Run 1, clock distribution:
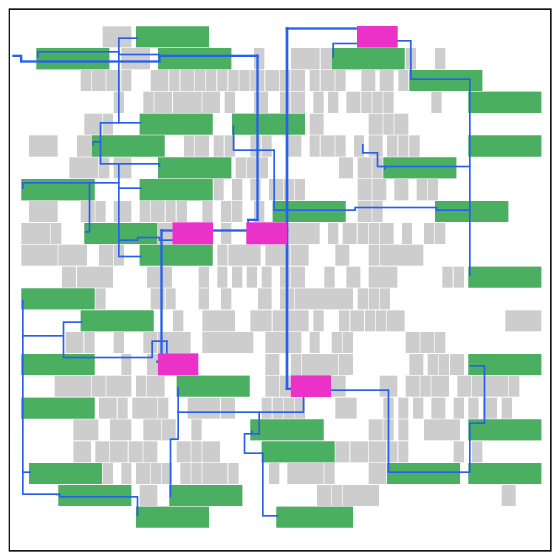
Run 1, wire density map:
Bar = 20 um. 13 x 13 tiles, from dark purple (low) to yellow (high), scaled to the fullest tile. Values are wire area over tile area, all layers added.
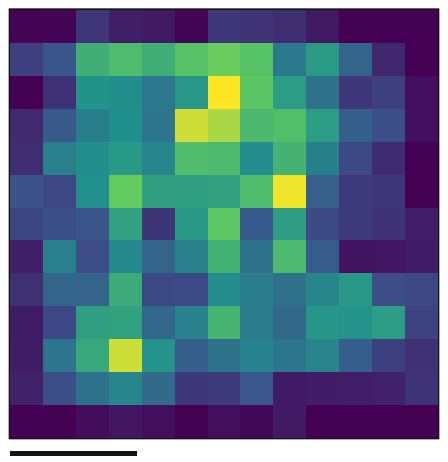
Run 1, sequential cells colored by netlist name:
Other sequential cells in the stronger gray, the rest of the logic in the fainter gray.
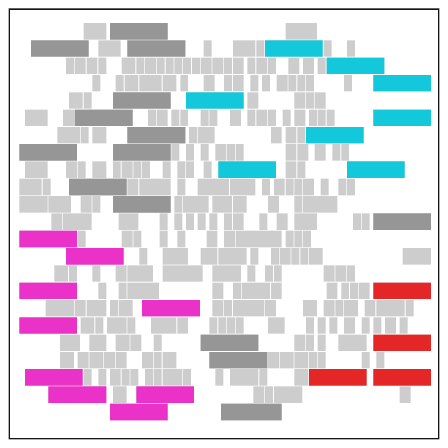
Run 1, cell outlines without signal wires:
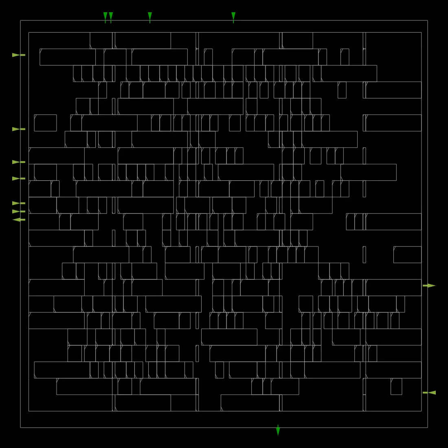
[config.mk]
export PLATFORM = sky130hd
export DESIGN_NAME = arduino_uart_tx
export DESIGN_NICKNAME = d
export VERILOG_FILES = /design/src/rtl/arduino_uart_tx.sv
export SDC_FILE = /design/constraint.sdc
export NUM_CORES = 1
export LEC_CHECK = 0
export ABC_AREA = 1
export CORE_UTILIZATION = 50
export DETAILED_ROUTE_END_ITERATION = 10
export GPL_TIMING_DRIVEN = 0
export PLACE_DENSITY = 0.7
export SKIP_CTS_REPAIR_TIMING = 1
export SYNTH_ARGS = -nofsm -noshare
export SYNTH_HDL_FRONTEND = slang
export SYNTH_SLANG_ARGS = --single-unit
[constraint.sdc]
create_clock -name clk_50 -period 2.25 [get_ports clk_50]
set_input_delay 0.45 -clock clk_50 [delete_from_list [all_inputs] [get_ports clk_50]]
set_output_delay 0.45 -clock clk_50 [all_outputs]
set_load 0.1 [all_outputs]
[src/rtl/arduino_uart_tx.sv]
// UART transmitter for the FPGA-to-Arduino link: start bit, BITS_N data bits, STOP_BITS stop bits.
// One-entry holding buffer lets the next byte be accepted mid-frame so frames run back-to-back.
module arduino_uart_tx #(
  parameter int CLKS_PER_BIT = 434,
  parameter int BITS_N       = 8,
  parameter bit MSB_FIRST    = 1'b1,
  parameter int STOP_BITS    = 1
) (
  input  logic              clk_50,
  input  logic              reset,
  input  logic [BITS_N-1:0] tx_data,
  input  logic              valid,
  output logic              ready,
  output logic              uart_out,
  output logic              busy
);

  localparam int CW = (CLKS_PER_BIT > 1) ? $clog2(CLKS_PER_BIT) : 1;
  localparam int BW = $clog2(BITS_N + STOP_BITS + 1);
  localparam logic [CW-1:0] CNT_LAST  = CW'(CLKS_PER_BIT - 1);
  localparam logic [BW-1:0] DATA_LAST = BW'(BITS_N - 1);
  localparam logic [BW-1:0] STOP_LAST = BW'(STOP_BITS - 1);

  typedef enum logic [1:0] {IDLE, START, DATA, STOP} state_t;

  state_t            state, state_nxt;
  logic [CW-1:0]     clk_cnt, clk_cnt_nxt;
  logic [BW-1:0]     bit_cnt, bit_cnt_nxt;
  logic [BITS_N-1:0] shift, shift_nxt, shifted;
  logic [BITS_N-1:0] hold, hold_nxt;
  logic              hold_full, hold_full_nxt;
  logic              ready_nxt, uart_nxt, busy_nxt;
  logic              accept, bit_end, frame_end;

  function automatic logic first_bit(input logic [BITS_N-1:0] v);
    return MSB_FIRST ? v[BITS_N-1] : v[0];
  endfunction

  assign accept    = valid && ready;
  assign bit_end   = (clk_cnt == CNT_LAST);
  assign frame_end = (state == STOP) && bit_end && (bit_cnt == STOP_LAST);
  assign shifted   = MSB_FIRST ? (shift << 1) : (shift >> 1);

  always_comb begin
    state_nxt     = state;
    clk_cnt_nxt   = clk_cnt;
    bit_cnt_nxt   = bit_cnt;
    shift_nxt     = shift;
    hold_nxt      = hold;
    hold_full_nxt = hold_full;
    uart_nxt      = uart_out;
    busy_nxt      = busy;

    if (state != IDLE) begin
      clk_cnt_nxt = bit_end ? '0 : clk_cnt + 1'b1;
    end

    // A handshake mid-frame parks the byte; at the frame boundary it goes straight to the shifter.
    if ((state != IDLE) && accept && !frame_end) begin
      hold_nxt      = tx_data;
      hold_full_nxt = 1'b1;
    end

    case (state)
      IDLE: begin
        uart_nxt = 1'b1;
        if (accept) begin
          shift_nxt   = tx_data;
          state_nxt   = START;
          uart_nxt    = 1'b0;
          busy_nxt    = 1'b1;
          clk_cnt_nxt = '0;
          bit_cnt_nxt = '0;
        end
      end
      START: begin
        if (bit_end) begin
          state_nxt   = DATA;
          bit_cnt_nxt = '0;
          uart_nxt    = first_bit(shift);
        end
      end
      DATA: begin
        if (bit_end) begin
          if (bit_cnt == DATA_LAST) begin
            state_nxt   = STOP;
            bit_cnt_nxt = '0;
            uart_nxt    = 1'b1;
          end else begin
            bit_cnt_nxt = bit_cnt + 1'b1;
            shift_nxt   = shifted;
            uart_nxt    = first_bit(shifted);
          end
        end
      end
      STOP: begin
        if (frame_end) begin
          bit_cnt_nxt = '0;
          if (hold_full) begin
            shift_nxt     = hold;
            hold_full_nxt = 1'b0;
            state_nxt     = START;
            uart_nxt      = 1'b0;
          end else if (accept) begin
            shift_nxt = tx_data;
            state_nxt = START;
            uart_nxt  = 1'b0;
          end else begin
            state_nxt = IDLE;
            uart_nxt  = 1'b1;
            busy_nxt  = 1'b0;
          end
        end else if (bit_end) begin
          bit_cnt_nxt = bit_cnt + 1'b1;
        end
      end
      default: begin
        state_nxt = IDLE;
        uart_nxt  = 1'b1;
        busy_nxt  = 1'b0;
      end
    endcase

    ready_nxt = !hold_full_nxt;
  end

  always_ff @(posedge clk_50 or negedge reset) begin
    if (!reset) begin
      state     <= IDLE;
      clk_cnt   <= '0;
      bit_cnt   <= '0;
      shift     <= '0;
      hold      <= '0;
      hold_full <= 1'b0;
      ready     <= 1'b0;
      uart_out  <= 1'b1;
      busy      <= 1'b0;
    end else begin
      state     <= state_nxt;
      clk_cnt   <= clk_cnt_nxt;
      bit_cnt   <= bit_cnt_nxt;
      shift     <= shift_nxt;
      hold      <= hold_nxt;
      hold_full <= hold_full_nxt;
      ready     <= ready_nxt;
      uart_out  <= uart_nxt;
      busy      <= busy_nxt;
    end
  end

endmodule

==> qor.yml, run 1 <==
status: "finished, final reports clean"
path_buffers: 1
syn_nets: 299
period_used_pct: 88.8
cts_buffers: 5
critical_path_cell_count: 1
antenna_left: 0
drtPass1Iterations: 4
final_cell_area_sq_mm: 0.00241
ios: 14
vdd_ir_drop_max_mv: 0.993
grt_overflow: 0
yosysTopAreaCell: "dfrtp_1"
die_area_sq_mm: 0.00452
lay_top_count: "nand2_1"
drive_above_1_share_pct: 12.0
hp-class: "input port to async pin"
clock_skew_ns: 0.00848
drt_wl_total_mm: 4.51
initial_utilization_pct: 52.5
viasPerCell: 5.28
endpoint: "uart_out"
place_area_sq_mm: 0.00232
grt_pass1_vias: 1712
synthArstFlopShare_pct: 100
dieWidth_um: 67.3
edf_count: 0
nets: 319
ff_latch_area_sq_um: 877
place_congestion: 0.787
crit_type: "flop to primary output"
slew_headroom_pct: 35.7
cp_data_required_time_ns: 1.80
warnings: 31
ys_seq_elements: 35
drv_slew: 0
drtIter0Drc: 161
cp-startpoint: "uart_out"
p_leak_nw: 1.25
clk_pin_slew_ns: 0.07
ff_type: "dfrtp_1"
rsz0062_at_grt: "false"
ys_seq_share_pct: 41.2
numPortBuffers: 13
tritoncts: "built"
reg2reg_from: "state[0]"
slowest_stage: "dlymetal6s2s_1"
crit_chain: "dlymetal6s2s_1"
clk_root_buffer_cell: "clkbuf_8"
wire_per_inst_um: 12.9
Back to the opening pictures, 'clock distribution':
[flip-flops] green | count: 35
[clock wires] blue | length: 523 um
[clock drivers] magenta | count: 5
flops lie	widely spread
routed clock nets	6

Back to the opening pictures, 'wire density map':
nearly empty tiles	11%
tiles over half the peak	26%
fullest tile	0.48
mean over tiles	0.16

Back to the opening pictures, 'sequential cells colored by netlist name':
signal	color	sequential cells
bit_cnt	red	4
shift	cyan	8
clk_cnt	magenta	9
not colored	14

Back to the opening pictures, 'cell outlines without signal wires':
flop count: 35
row cnt: 23

run 1: power by group:
part	total (mW)	internal, mW	switching, mW
Combinational	1.72	0.581	1.14
Clock	0.450	0.217	0.233
Sequential	1.09	0.888	0.198
Total	3.26	1.69	1.57
run 1: layout make-up:
cell class	count	share of cell area [%]
Inverter	36	5.62
Buffer	4	1.30
Multi-Input combinational cell	205	45.1
Timing Repair Buffer	13	5.51
Clock buffer	7	3.17
Tap cell	50	2.60
Sequential cell	35	36.5
Clock inverter	1	0.208
run 1: through the flow:
stage	hold slack [ns]	cells
floorplan	0.154	280
global placement	0.456	343
global route	0.308	351
detailed placement	0.459	343
CTS	0.268	351
finish	0.233	351
run 1: metal layers:
| layer | vias to the layer above | GRT usage [%] | wire (um) |
|---|---|---|---|
| met4 | 0 | 10.4 | 81 |
| met2 | 47 | 32.6 | 1880 |
| met3 | 7 | 4.22 | 195 |
| li1 | 939 | - | - |
| met5 | - | 0 | 0 |
| met1 | 860 | 34.6 | 2350 |
run 1: sequential cells by signal, summed over array words and instances (netlist names), 2 cells and up:
name     count
clk_cnt      9
state        2
bit_cnt      4
shift        8
hold         8
run 1: kinds of logic (layout without fill, tap and decap cells):
| family | count (synthesis) | after routing | synth area share (%) |
|---|---|---|---|
| compound gates | 27 | 27 | 7.87 |
| xor+xnor | 5 | 5 | 2.06 |
| fa+ha+maj | 8 | 8 | 4.70 |
| buf+inv | 40 | 61 | 7.81 |
| flops | 35 | 35 | 41.2 |
| simple gates | 165 | 165 | 36.4 |
## Run 2: what changed since run 1
CTS_BUF_LIST = sky130_fd_sc_hd__clkbuf_2   (was unset)
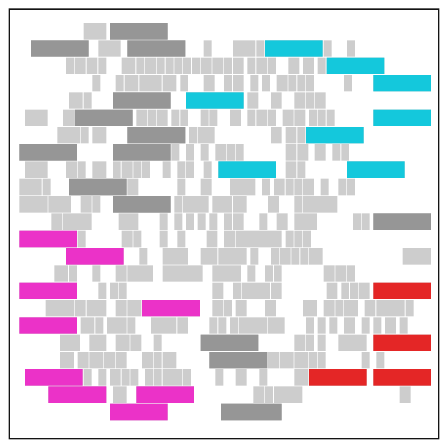
Run 2: sequential cells colored by netlist name
Other sequential cells in the stronger gray, the rest of the logic in the fainter gray.
signal	color	sequential cells
clk_cnt	magenta	9
bit_cnt	red	4
shift	cyan	8
not colored	14

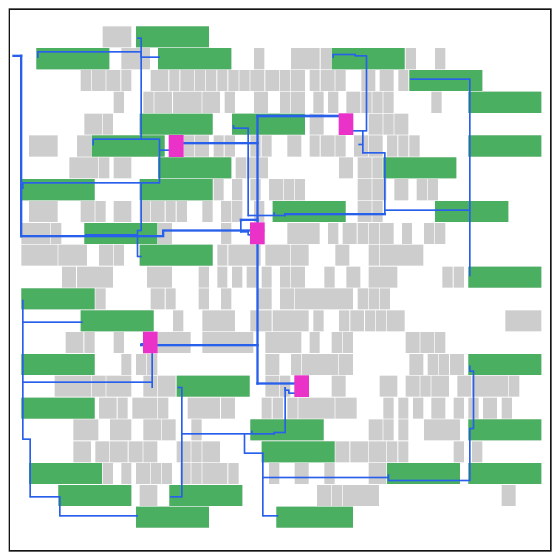
Run 2: clock distribution
[flip-flops] green | count: 35
[clock wires] blue | length: 489 um
[clock drivers] magenta | count: 5
routed clock nets	6
flops lie	widely spread

==> run 2 against run 1 <==
  * Worst setup slack got worse by 0.13 ns
  * Sequential cell count stayed put
  * Maximum frequency decreased by 6.3%
  * Sequential share of layout area rose by 0.64 points
  * Largest power group unchanged
  * First-iteration DRC count is 7.5% lower
  * Critical path type unchanged
==> qor.yml, run 2 <==
ff_type: "dfrtp_1"
tritoncts: "built"
dieWidth_um: 67.3
status: "finished, final reports clean"
synthArstFlopShare_pct: 100
p_int_mw: 1.55
drtPass1Iterations: 4
core_area_sq_mm: 0.00406
drt_wl_total_mm: 4.48
viasPerCell: 5.30
max_stage_delay_ns: 0.73
crit_type: "flop to primary output"
setup_viol: 0
drive_above_1_share_pct: 12.6
wire_per_inst_um: 12.8
initial_utilization_pct: 52.5
slew_headroom_pct: 35.7
place_congestion: 0.787
largest_reg_flops: 9
ff_latch_area_sq_um: 877
hp-class: "input port to async pin"
reg_top3: "clk_cnt: 9 flops, hold: 8 flops, shift: 8 flops"
tightestPinTransition_ns: 0.963
vdd_ir_drop_max_mv: 0.772
numPortBuffers: 13
power.share.clock_pct: 9.7
pwr-share-seq_pct: 34.9
grt_overflow: 0
top_layer: "met4"
syn_area_sq_mm: 0.00213
wl_met2_mm: 1.92
syn_nets: 299
antenna_left: 0
pg_comb_mw: 1.72
nets: 319
ios: 14
ys_warn_count: 0
warnings: 31
p_seq_mw: 1.08
lay_top_count: "nand2_1"
clock_skew_ns: 0.0262
areaGrowthSynthToFinish_pct: 11.0
grt_pass1_vias: 1704
die_h_um: 67.3
reg2reg_from: "state[0]"
power.switching_mw: 1.55
die_area_sq_mm: 0.00452
cts_buffers: 5
drtIter0Drc: 149
grtUsageTotal_pct: 23.2
edf_count: 0
drv_slew: 0
cts_sinks: 35
num_antenna_cells: 0
p_comb_share_pct: 55.4
period_used_pct: 94.8
cts.htree.levels: 2
crit_chain: "dlymetal6s2s_1"
syn_inst: 280
clk_pin_slew_ns: 0.19
p_leak_nw: 1.24
rsz0062_at_grt: "false"
largest-register: "clk_cnt"
yosysTopAreaCell: "dfrtp_1"
slowest_stage: "dlymetal6s2s_1"
antenna_found_initial: 0
routed-wl-met3_um: 218
rows: 23
synth_top_area_share_pct: 40.0
p_clk_mw: 0.301
cp_data_required_time_ns: 1.80
power_leader: "combinational logic"
r2r_cells: 10
synth_area_per_cell_sq_um: 7.61
comb_area_sq_mm: 0.00109
whs_ns: 0.104
switching_share_pct: 50.1
finalHoldViolations: 0
ys_seq_share_pct: 41.2
path_buffers: 1
ys_seq_elements: 35
cts.path.max_buffers: 2
clk_root_buffer_cell: "clkbuf_2"
drt-met1-wl_mm: 2.29
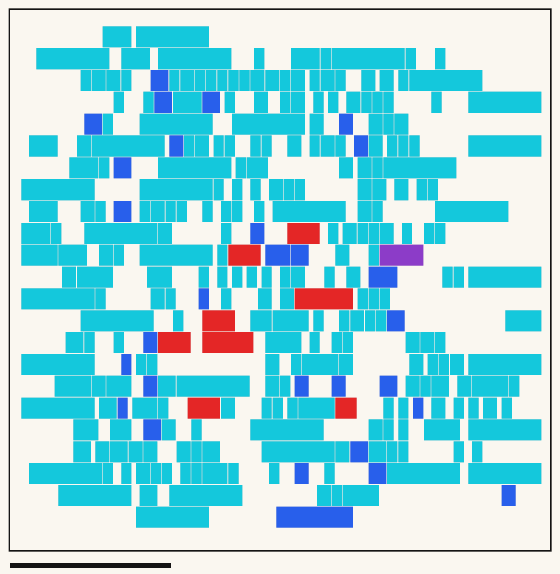
Run 2: cell sizes after repair
Bar = 20 um.
size	color	cells	share
_0 and _1 cells	cyan	263	87%
_2 cells	blue	29	9.6%
_3 and _4 cells	red	8	2.7%
_6 and larger	purple	1	0.33%

run 2: cell counts after synthesis:
No cell type changed its count.
run 2: per-stage QoR:
step                setup TNS, ns  worst slack (ns)  cells  cell area (sq um)
floorplan                       0             0.237    280               2130
global placement            -2.83           -0.0851    343               2320
detailed placement              0             0.128    343               2320
CTS                        -0.556            -0.297    351               2360
global route                    0            0.0329    351               2360
finish                          0             0.118    351               2360
run 2: layout make-up:
cell class | instances | area share, %
multi-input cells | 205 | 45.9
clock buffers | 7 | 1.48
clock inverters | 1 | 0.212
repair buffers | 13 | 5.61
well taps | 50 | 2.65
plain buffers | 4 | 1.32
inverters | 36 | 5.71
flip-flops and latches | 35 | 37.1
run 2: layer usage:
layer / up-vias / global-route usage (%)
met2: 47 / 32.6
met4: 0 / 8.24
met3: 7 / 5.74
met1: 867 / 34.2
met5: - / 0
li1: 940 / -
run 2: logic make-up after synthesis:
| family | share of synthesized area (%) |
|---|---|
| XOR/XNOR | 2.06 |
| adder cells (fa/ha/maj) | 4.70 |
| buffers and inverters | 7.81 |
| AND/OR/NAND/NOR | 36.4 |
| AND-OR/OR-AND | 7.87 |
| flip-flops | 41.2 |
run 2: worst max-delay path by stage:
| stage | startpoint | end | slack, ns | depth (start not counted) |
|---|---|---|---|---|
| floorplan | ready | shift[7] | 0.24 | 7 |
| global placement | reset | hold[1] | -0.09 | 1 |
| detailed placement | valid | bit_cnt[1] | 0.13 | 9 |
| CTS | uart_out | uart_out | -0.30 | 1 |
| global route | uart_out | uart_out | 0.03 | 1 |
| finish | uart_out | uart_out | 0.12 | 1 |
## Run 3: what changed since run 2
ABC_CLOCK_PERIOD_IN_PS = 2250   (was unset)
PLACE_DENSITY = 0.76   (was 0.7)
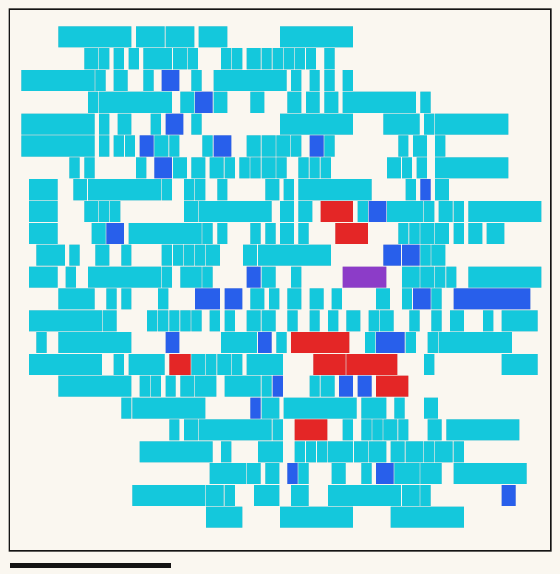
Run 3: cell sizes after repair
Bar = 20 um.
size	color	cells	share
_0 and _1 cells	cyan	265	88%
_6 and larger	purple	1	0.33%
_2 cells	blue	27	9.0%
_3 and _4 cells	red	8	2.7%

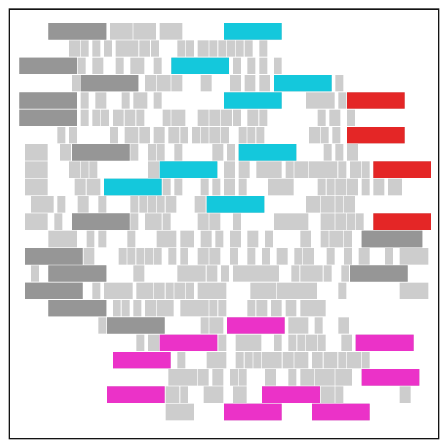
Run 3: sequential cells colored by netlist name
Other sequential cells in the stronger gray, the rest of the logic in the fainter gray.
signal	color	sequential cells
bit_cnt	red	4
clk_cnt	magenta	9
shift	cyan	8
not colored	14

==> run 3 against run 2 <==
  * Area after synthesis unchanged
  * Non-clock buffer count unchanged
  * Clock skew up 0.00079 ns
  * First-iteration DRC count down 16%
  * Power down 0.37%
  * Critical path depth unchanged
  * Sequential share of layout area about the same
  * Worst setup slack worse by 0.0058 ns
  * Design area down 0.11%
  * Critical endpoint unchanged
  * Largest cell class unchanged
  * Highest routed layer unchanged
==> qor.yml, run 3 <==
drv_slew: 0
crit_type: "flop to primary output"
warnings: 31
cts.path.max_buffers: 2
slew_headroom_pct: 35.7
synth_top_area_share_pct: 40.0
largest_reg_flops: 9
period_used_pct: 95.0
cp_data_required_time_ns: 1.80
ys_warn_count: 0
cts_buffers: 5
synth_area_per_cell_sq_um: 7.61
grt_overflow: 0
rows: 23
cts_sinks: 35
p_leak_nw: 1.24
die_area_sq_mm: 0.00452
antenna_found_initial: 0
hp-class: "input port to async pin"
comb_area_sq_mm: 0.00109
drtPass1Iterations: 5
crit_chain: "dlymetal6s2s_1"
syn_inst: 280
areaGrowthSynthToFinish_pct: 10.9
reg_top3: "clk_cnt: 9 flops, hold: 8 flops, shift: 8 flops"
synthArstFlopShare_pct: 100
finalHoldViolations: 0
slowest_stage: "dlymetal6s2s_1"
status: "finished, final reports clean"
pre_cts_slack_ns: 0.141
yosysTopAreaCell: "dfrtp_1"
final_cell_area_sq_mm: 0.00236
place_area_sq_mm: 0.00232
lay_top_count: "nand2_1"
dieWidth_um: 67.3
die_h_um: 67.3
tritoncts: "built"
largest-register: "clk_cnt"
grtUsageTotal_pct: 22.4
clock_skew_ns: 0.0270
num_antenna_cells: 0
wire_per_inst_um: 12.4
clk_root_buffer_cell: "clkbuf_2"
syn_area_sq_mm: 0.00213
place_congestion: 0.797
clk_pin_slew_ns: 0.19
place_inst: 343
ys_seq_elements: 35
viasPerCell: 5.25
tightestPinTransition_ns: 0.963
ff_type: "dfrtp_1"
syn_nets: 299
max_stage_delay_ns: 0.73
edf_count: 0
ys_seq_share_pct: 41.2
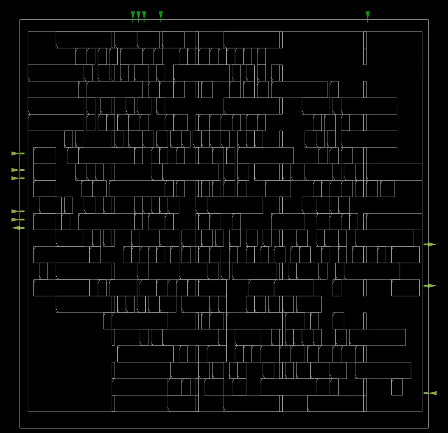
Run 3: cell outlines without signal wires
n_taps: 50
non-filler cells in the finished layout: 351
Seq/total area: 37.1%
Core Footprint: 0.00406 sq mm
fill count: 393

[run 3: cell counts after synthesis]
Identical to the previous run, type by type.
[run 3: kinds of logic after synthesis]
| kind of cell | count (synthesis) | synth area share [%] |
|---|---|---|
| xor gates and xnor gates | 5 | 2.06 |
| DFF | 35 | 41.2 |
| buffers and inverters | 40 | 7.81 |
| and+or+nand+nor | 165 | 36.4 |
| AOI/OAI and AO/OA | 27 | 7.87 |
| adders and majority gates | 8 | 4.70 |
[run 3: power breakdown]
group          total [mW]  internal [mW]  leakage (nW)  switching, mW
Sequential           1.08          0.884         0.446          0.193
Clock               0.290         0.0748        0.0281          0.215
Combinational        1.72          0.579         0.766           1.15
Total                3.09           1.54          1.24           1.55
[run 3: area by class of cell]
type | count | share of cell area [%]
Sequential cell | 35 | 37.1
Timing Repair Buffer | 13 | 5.61
Clock inverter | 2 | 0.318
Tap cell | 50 | 2.65
Clock buffer | 6 | 1.27
Multi-Input combinational cell | 205 | 46.0
Inverter | 36 | 5.72
Buffer | 4 | 1.32
[run 3: path summary, 6_finish.rpt]
path	start	end	slack (ns)	depth (start not counted)
setup reg to reg	state[0]	state[1]	0.42	10
min in group clk_50	busy	busy	0.49	2
hold / removal	reset	clk_cnt[5]	0.11	1
setup / recovery	uart_out	uart_out	0.11	1
max in group asynchronous	reset	ready	1.62	1
hold reg to reg	busy	busy	0.49	2
[run 3: metal layers]
layer,global-route usage (%),wire length [um],vias up
li1,-,-,944
met1,30.9,2160,851
met2,34.3,1920,42
met3,5.57,216,6
met4,7.18,48,0
met5,0,0,-
Power is estimated from default activity; no workload was simulated.
